==> config.mk <==
export PLATFORM = sky130hd
export DESIGN_NAME = data_recv
export DESIGN_NICKNAME = d
export VERILOG_FILES = /design/src/rtl/data_recv.sv
export SDC_FILE = /design/constraint.sdc
export NUM_CORES = 1
export LEC_CHECK = 0
export CORE_MARGIN = 4
export CORE_UTILIZATION = 35
export CTS_CLUSTER_DIAMETER = 100
export DETAILED_ROUTE_END_ITERATION = 10
export GPL_ROUTABILITY_DRIVEN = 0
export PLACE_DENSITY = 0.62
export SETUP_SLACK_MARGIN = 0.3
export SLEW_MARGIN = 5
export SYNTH_ARGS = -nofsm -noshare
export SYNTH_HDL_FRONTEND = slang
export SYNTH_SLANG_ARGS = --single-unit
==> constraint.sdc <==
create_clock -name clk -period 2.6 [get_ports clk]
set_clock_uncertainty 0.15 [all_clocks]
set_input_delay 0.52 -clock clk [delete_from_list [all_inputs] [get_ports clk]]
set_output_delay 0.52 -clock clk [all_outputs]
set_load 0.01 [all_outputs]
Run 1, ports around the boundary:
The bar under the picture is 20 um long. Pins as bars across the die edge, other pins in gray.
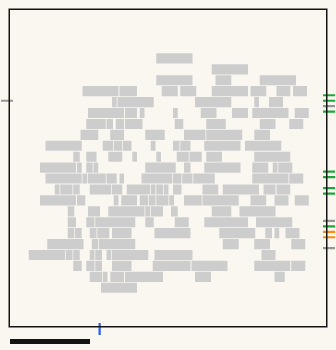
legend:
  rx_dout:
    color: green
    pins: 8
    direction: output
    edge: east
  rx_din:
    color: blue
    pins: 1
    direction: input
    edge: south
  led:
    color: orange
    pins: 2
    direction: output
    edge: east
Die Width: 78.70 um
port bufs: 14
chip height: 78.70 um

Run 1, close-up of the layout:
The bar under the picture is 5 um long. Window x 29 to 49, y 45 to 65 um. Cells in gray, sequential cells in the stronger gray; small squares are vias.
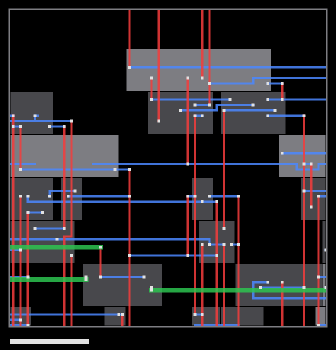
legend:
  M2:
    color: red
  M3:
    color: green
  M1:
    color: blue
most frequent: mux2_2 (2), ha_1 (2), dfrtp_1 (2)
cells with their middle in the window: 12
sequential cells in the window: 2

Run 1, wire density map:
The die is cut into 16 by 16 equal tiles; white is low, dark blue is high, scaled to the fullest tile. Values are wire area over tile area, all layers added.
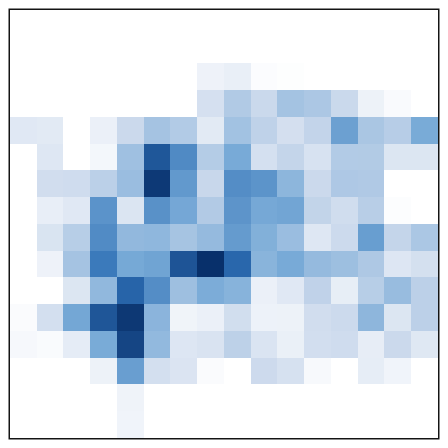
mean over tiles: 0.077
densest ninth of the die: center
fullest tile: 0.40
tiles over half the peak: 12%
via count: 1157
Routed wire per std cell: 13.16 um
Total GRT Usage: 10.96%

Run 1, gate-type map:
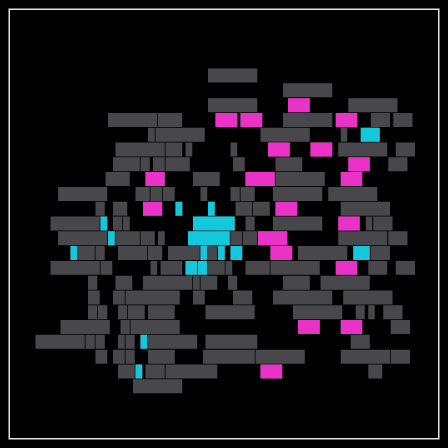
legend:
  nor cells:
    color: cyan
    cells: 16
    most_used: nor2_1
  mux cells:
    color: magenta
    cells: 19
    most_used: mux2_2
logic share of the area: 36.76%
Commonest Layout Cell: dfrtp_1
non-filler cells, final: 228

==> out/metrics.csv, run 1 <==
metric;value;unit
status;finished, final reports clean;
fillers;468;
numClockSinks;37;
comb-power;0.142;mW
placed_area;0.001959;sq mm
max_freq;0.4833;GHz
async_reset_ff_share;100.0;%
setup_viol;0;
r2r_slack;530;ps
grt_pass1_wl;5.388;mm
worst_slew_pin_slew;461.8;ps
p_leak;0.9182;nW
antenna_cells;0;
logic_area;764.5;sq um
num-clock-buffers;6;
chipArea;0.006193;sq mm
switching_share;25.74;%
dr.pass1.iters;4;
crit_type;register to register;
yosysTopAreaCell;dfrtp_1;
hold_violations;0;
critPathMaxFanout;4;
ys_types;38;
power.density;644.1;mW/mm^2
grt_max_degree;38;
yosys-stat-area;0.001749;sq mm
peakVddDrop;261.6;uV
layout.cells.most_common_list;dfrtp_1 (34), mux2_2 (15), clkdlybuf4s50_1 (14), nor2_1 (9);
clk_path_buf_depth;2;
clkSlewWorstSetupHoldPaths;70;ps
rsz0062_at_grt;no;
inverters;7;
setup_ws;530.7;ps
core;0.004786;sq mm
post-synth-top-count-cell;dfrtp_1;
tool_warnings;27;
clock_power;0.506;mW
cts_resized;0;
p_seq;0.691;mW
stdcell_area;0.002079;sq mm
total_power;1.339;mW
hold_depth;0;
ys_cells;143;
yosys_warnings;0;
synth-edff-count;0;
syn_avg_cell_area;12.23;sq um
synth_cells;143;
period_minus_slack;2069;ps
comb.multi_input.count;93;
final_util;43.45;%
switching_power;0.3448;mW
gr-total-overflow;0;
first_global_vias;1145;
relSlewSlack;69.22;%
layout.nets;167;
worstRegToRegCells;6;
antenna_found_initial;0;
cp.arrival;2090;ps
cp-start-kind;register;
seqCellArea;929.6;sq um
area_dominant_class;flip-flops and latches;
clk_share;5.776;%
hold_slack;206.7;ps
seq_area_share;44.71;%
h-tree-depth;2;
cap_viol_max_count;0;
placedCellCount;220;
seq_cell_count;37;
## run 1: cells by family (layout without fill, tap and decap cells)
family	after synthesis	count (layout)	synth area share, %
compound gates	18	18	6.939
xor+xnor	3	3	1.502
fa+ha+maj	4	4	2.861
buf+inv	13	31	3.148
flops	37	37	53.15
mux	19	19	12.52
simple gates	49	49	19.88
## run 1: critical path, stage by stage (launching register included)
cell and delay [ps]:
dfrtp_1 400, inv_1 60, ha_1 170, nand4b_2 220, nor4_4 270, or3b_1 400
mux2_4 300
## run 1: per-layer routing
layer	track usage [%]	part of all wire [%]	wire [um]
met1	13.60	45	1340
met2	17.74	48	1439
met3	3.175	5.5	165
met4	4.720	1.8	55
met5	0	0	0
==> run 1 -> run 2 <==
--- a/config.mk
+++ b/config.mk
@@ -10,7 +10,7 @@
 export CTS_CLUSTER_DIAMETER = 100
 export DETAILED_ROUTE_END_ITERATION = 10
 export GPL_ROUTABILITY_DRIVEN = 0
-export PLACE_DENSITY = 0.62
+export PLACE_DENSITY = 0.64
 export SETUP_SLACK_MARGIN = 0.3
 export SLEW_MARGIN = 5
 export SYNTH_ARGS = -nofsm -noshare
==> constraint.sdc (replaced) <==
create_clock -name clk -period 1.7 [get_ports clk]
set_clock_uncertainty 0.15 [all_clocks]
set_input_delay 0.34 -clock clk [delete_from_list [all_inputs] [get_ports clk]]
set_output_delay 0.34 -clock clk [all_outputs]
set_load 0.01 [all_outputs]
Run 2, close-up of the layout:
The bar under the picture is 5 um long. Window x 29 to 49, y 45 to 65 um. Cells in gray, sequential cells in the stronger gray; small squares are vias.
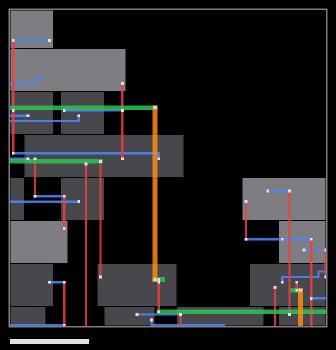
legend:
  M2:
    color: red
  M3:
    color: green
  M1:
    color: blue
  M4:
    color: orange
cells with their middle in the window: 8
sequential cells in the window: 2
most frequent: buf_4 (3), dfrtp_1 (2)

==> out/metrics.csv, run 2 <==
metric;value;unit
status;finished, violations left;
violations;setup timing;
fillers;417;
period_minus_slack;1861;ps
seqCellArea;930.9;sq um
cap_viol_max_count;0;
top_layer_used;met4;
comb-power;0.554;mW
p_seq;1.01;mW
num-clock-buffers;6;
hold_slack;214.4;ps
grtUsageMet3;5.215;%
cp_num_buf_inv;1;
grt_max_degree;38;
chipArea;0.006193;sq mm
clk_path_buf_depth;2;
dr_wl_met3;181;um
stdcell_area;0.002479;sq mm
total_power;2.151;mW
comb.multi_input.count;94;
async_reset_ff_share;100.0;%
comb_share;38.82;%
post-synth-top-count-cell;dfrtp_1;
first_global_vias;1397;
cp_top_family;simple AND/OR/NAND/NOR gates;
io_buffers;14;
dr.pass1.iters;4;
setup_viol;26;
worst-path-stages;6;
crit_chain;inv_2, ha_4, nand4b_4, nor4_4, or3b_1, mux2_4;
grt_use_total;13.86;%
clk_share;3.332;%
vias;1331;
layout.nets;203;
cp-start-kind;register;
switching_power;0.6300;mW
clkSlewWorstSetupHoldPaths;70;ps
placedCellCount;241;
tool_warnings;30;
final_util;51.79;%
yosys-stat-area;0.001749;sq mm
r2r_slack;-160;ps
slowest_stage;dfrtp_1;
placed_area;0.002190;sq mm
syn_avg_cell_area;12.23;sq um
fp.dieW;78.70;um
crit_type;register to register;
critPathMaxFanout;3;
h-tree-depth;2;
dr_wl_met2;2.019;mm
hold_violations;0;
relSlewSlack;73.80;%
worst_slew_pin_slew;391.5;ps
rsz0062_at_grt;yes;
met1_usage;15.73;%
wl_met1;1.640;mm
area_dominant_class;combinational gates;
layout_top_cell;dfrtp_1;
die_h;78.70;um
synth-edff-count;0;
power.density;867.8;mW/mm^2
grt_use_met2;23.85;%
max_freq;0.5372;GHz
peakVddDrop;568.6;uV
antenna_found_initial;0;
ys_cells;143;
yosys_warnings;0;
setup_ws;-161.5;ps
clock_power;0.585;mW
synth_cells;143;
gr-total-overflow;0;
wire_per_inst;14.69;um
antenna_cells;0;
switching_share;29.29;%
## run 2: cell count changes in the layout (fill, tap and decap cells not counted), sizes merged
cell,change
buf,+46
clkbuf,+1
clkinvlp,-1
clkinv,+2
bufinv,-1
nand4,+1
clkdlybuf4s50,-12
## run 2: logic make-up (layout without fill, tap and decap cells)
logic type | count (synthesis) | count (layout) | share of synthesized area (%)
xor+xnor | 3 | 3 | 1.502
buf+inv | 13 | 66 | 3.148
simple gates | 49 | 50 | 19.88
fa+ha+maj | 4 | 4 | 2.861
flops | 37 | 37 | 53.15
mux | 19 | 19 | 12.52
compound gates | 18 | 18 | 6.939
## run 2: repair_timing
item | in CTS | in global routing
pin swaps | 6 | 5
cloned | 2 | 0
resized | 66 | 17
setup buffers | 9 | 4
endpoints found under the setup margin | 45 | 38
hold buffers | 0 | 0
Power is estimated from default activity; no workload was simulated.
